==> images/placed.png <==
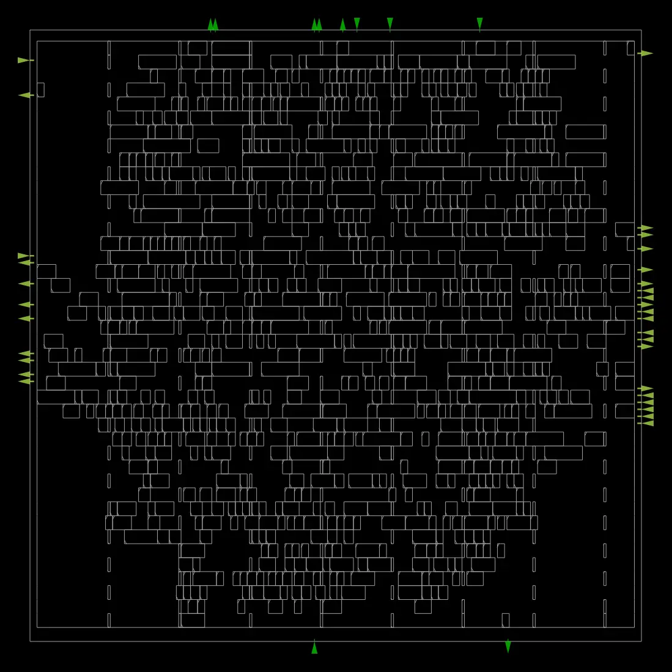
==> images/m4.png <==
The bar under the picture is 20 um long.
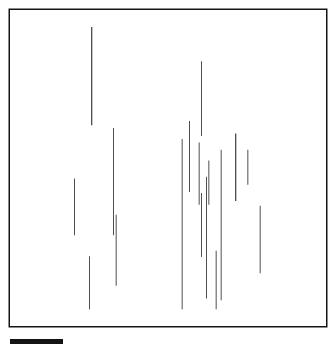
==> images/gates.png <==
The bar under the picture is 20 um long.
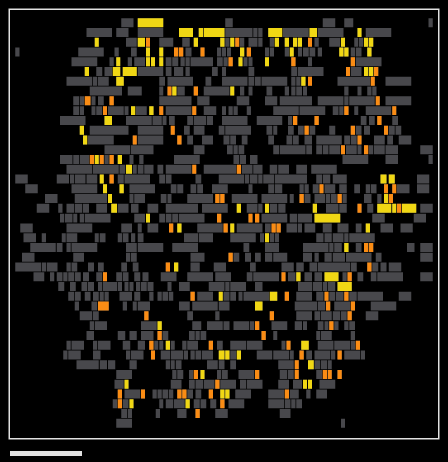
==> images/layers.png <==
The bar under the picture is 20 um long.
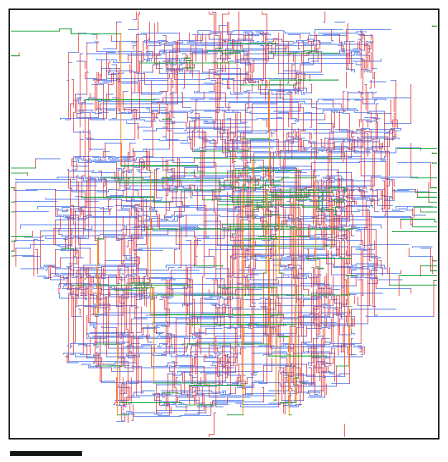
==> config.mk <==
export PLATFORM = sky130hd
export DESIGN_NAME = peri_pwm_fader
export DESIGN_NICKNAME = d
export VERILOG_FILES = /design/src/rtl/pwm_pkg.sv /design/src/rtl/peri_tick_prescaler.sv /design/src/rtl/peri_pwm_fader.sv
export SDC_FILE = /design/constraint.sdc
export NUM_CORES = 1
export LEC_CHECK = 0
export ABC_AREA = 1
export CAP_MARGIN = 15
export CORE_UTILIZATION = 40
export DETAILED_ROUTE_END_ITERATION = 6
export SETUP_SLACK_MARGIN = 0.2
export SYNTH_ARGS = -nofsm -noshare
export SYNTH_HDL_FRONTEND = slang
export SYNTH_HIERARCHICAL = 1
export SYNTH_SLANG_ARGS = --single-unit
==> constraint.sdc <==
create_clock -name clk_i -period 8.6 [get_ports clk_i]
set_input_delay 1.72 -clock clk_i [delete_from_list [all_inputs] [get_ports clk_i]]
set_output_delay 1.72 -clock clk_i [all_outputs]
set_load 0.01 [all_outputs]
==> summary.txt <==
The layout was made with Yosys and OpenROAD.

The flow ran to the end, and the final reports show no timing, DRC or antenna violations. The die area is 14190 sq um. The number of global-route vias before repair is around 5200.

The clock latency at the later pin of the worst-skew pair is around 0.34 ns. For reference, the final report shows the hold violation count at 0. After synthesis, the cell types taking the most area are sky130_fd_sc_hd__dfxtp_1 25%, sky130_fd_sc_hd__nand2_1 11%, sky130_fd_sc_hd__ha_1 7.5%, sky130_fd_sc_hd__inv_1 6.6%, sky130_fd_sc_hd__a21oi_1 5.8%. The worst setup path is launched from an input pin. Of the synthesized area, sequential elements account for 0.2481. The clock tree from TritonCTS is built. Using the TritonRoute via totals, the vias-per-cell ratio works out to about 5.4.

The count of placed standard cells including taps is between 900 and 1000. The total setup buffers inserted after CTS is 0. The post-synthesis average cell area is between 6 and 7 sq um. The number of cells in Yosys stat is between 700 and 800. Checking hold timing, the worst path is listed with class reg -> reg.

The final worst slack is 2.382 ns. The post-synthesis share of cell area spent on and, or, nand and nor gates is 0.3657. The register-to-register path setup slack is 4.94 ns.

The number of nets at the end of the flow is a little under 900. Entering global routing, the biggest net connects about 40 pins. The share of the core filled by cells before placement is 0.4128. The number of gates resized after CTS was 0.

The worst-case clock skew is 0.005295 ns. Of the total synthesized cell area, the portion taken by full adders, half adders and majority gates is 0.08254. Endpoints with negative setup slack in the final report add up to 0. The total of buffers placed on input and output ports is 36.
Notes on placed.png above:
Filler Cell Count: 1316
count of non-filler cells in the finished layout: 1006
utilization after layout: 0.4703
number of well taps: 176
standard-cell rows: 42

Notes on m4.png above:
wire length on this layer = 513 um
longest straight run = 63.9 um
share of all routed wire = 3.0%
main direction = vertical
nets with wire on the layer = 14
total number of vias: 5482
Final Routed Wirelength: 16.94 mm

Notes on gates.png above:
inv cells -> orange  # cells 105, most used inv_1
nor cells -> yellow  # cells 92, most used nor2_1
most common logic cell in the routed design: sky130_fd_sc_hd__nand2_1
share of the final layout cell area in multi-input gates: 0.5785

Notes on layers.png above:
M1 -> blue  # wire length 8160 um
M2 -> red  # wire length 7040 um
M3 -> green  # wire length 1240 um
M4 -> orange  # wire length 513 um
GRT Total Usage: 0.2481
post-detailed-route wirelength per cell: 16.84 um

[area by class of cell]
cell class,count,area [sq um],area share
clock buffers,11,232.7,0.03722
well taps,176,220.2,0.03522
flip-flops and latches,68,1361,0.2177
multi-input cells,604,3617,0.5785
repair buffers,37,367.9,0.05884
inverters,105,400.4,0.06404
clock inverters,5,52.55,0.008405
[metrics by stage]
step                area [sq um]  hold slack [ns]  total power [mW]
finish                      6252           0.4819             1.252
global route                6252           0.5095             1.339
CTS                         6252           0.4818             1.252
detailed placement          5967           0.4725            0.8934
global placement            5967           0.4707            0.8859
floorplan                   5499           0.4391            0.7952
[logic make-up after synthesis]
group,count (synthesis)
AOI/OAI and AO/OA,150
adders and majority gates,35
other,1
xor gates and xnor gates,31
buffers and inverters,128
and+or+nand+nor,384
DFF,68
[metal layers]
layer	share of wire	global-route usage
met1	0.48	0.3540
met4	0.030	0.09652
met2	0.42	0.3605
met5	0	0
met3	0.073	0.05220
[power by group]
part / switching (mW) / internal (mW)
Sequential: 0.0352 / 0.348
Clock: 0.134 / 0.223
Combinational: 0.325 / 0.187
[placed cells by master (no fill, tap or decap), types with 16 or more instances in the layout]
cell                              Yosys  final
sky130_fd_sc_hd__nor2_1              68     68
sky130_fd_sc_hd__xor2_1              17     17
sky130_fd_sc_hd__o21ai_0             39     39
sky130_fd_sc_hd__nand2_1            158    158
sky130_fd_sc_hd__nand2_2             20     20
sky130_fd_sc_hd__nand3_1             58     58
sky130_fd_sc_hd__nand4_1             16     16
sky130_fd_sc_hd__inv_1               96     96
sky130_fd_sc_hd__a21oi_1             64     64
sky130_fd_sc_hd__ha_1                33     33
sky130_fd_sc_hd__clkdlybuf4s50_1      0     36
sky130_fd_sc_hd__dfxtp_1             68     68
Power figures rest on the tool's default switching activity, not on a simulated workload.
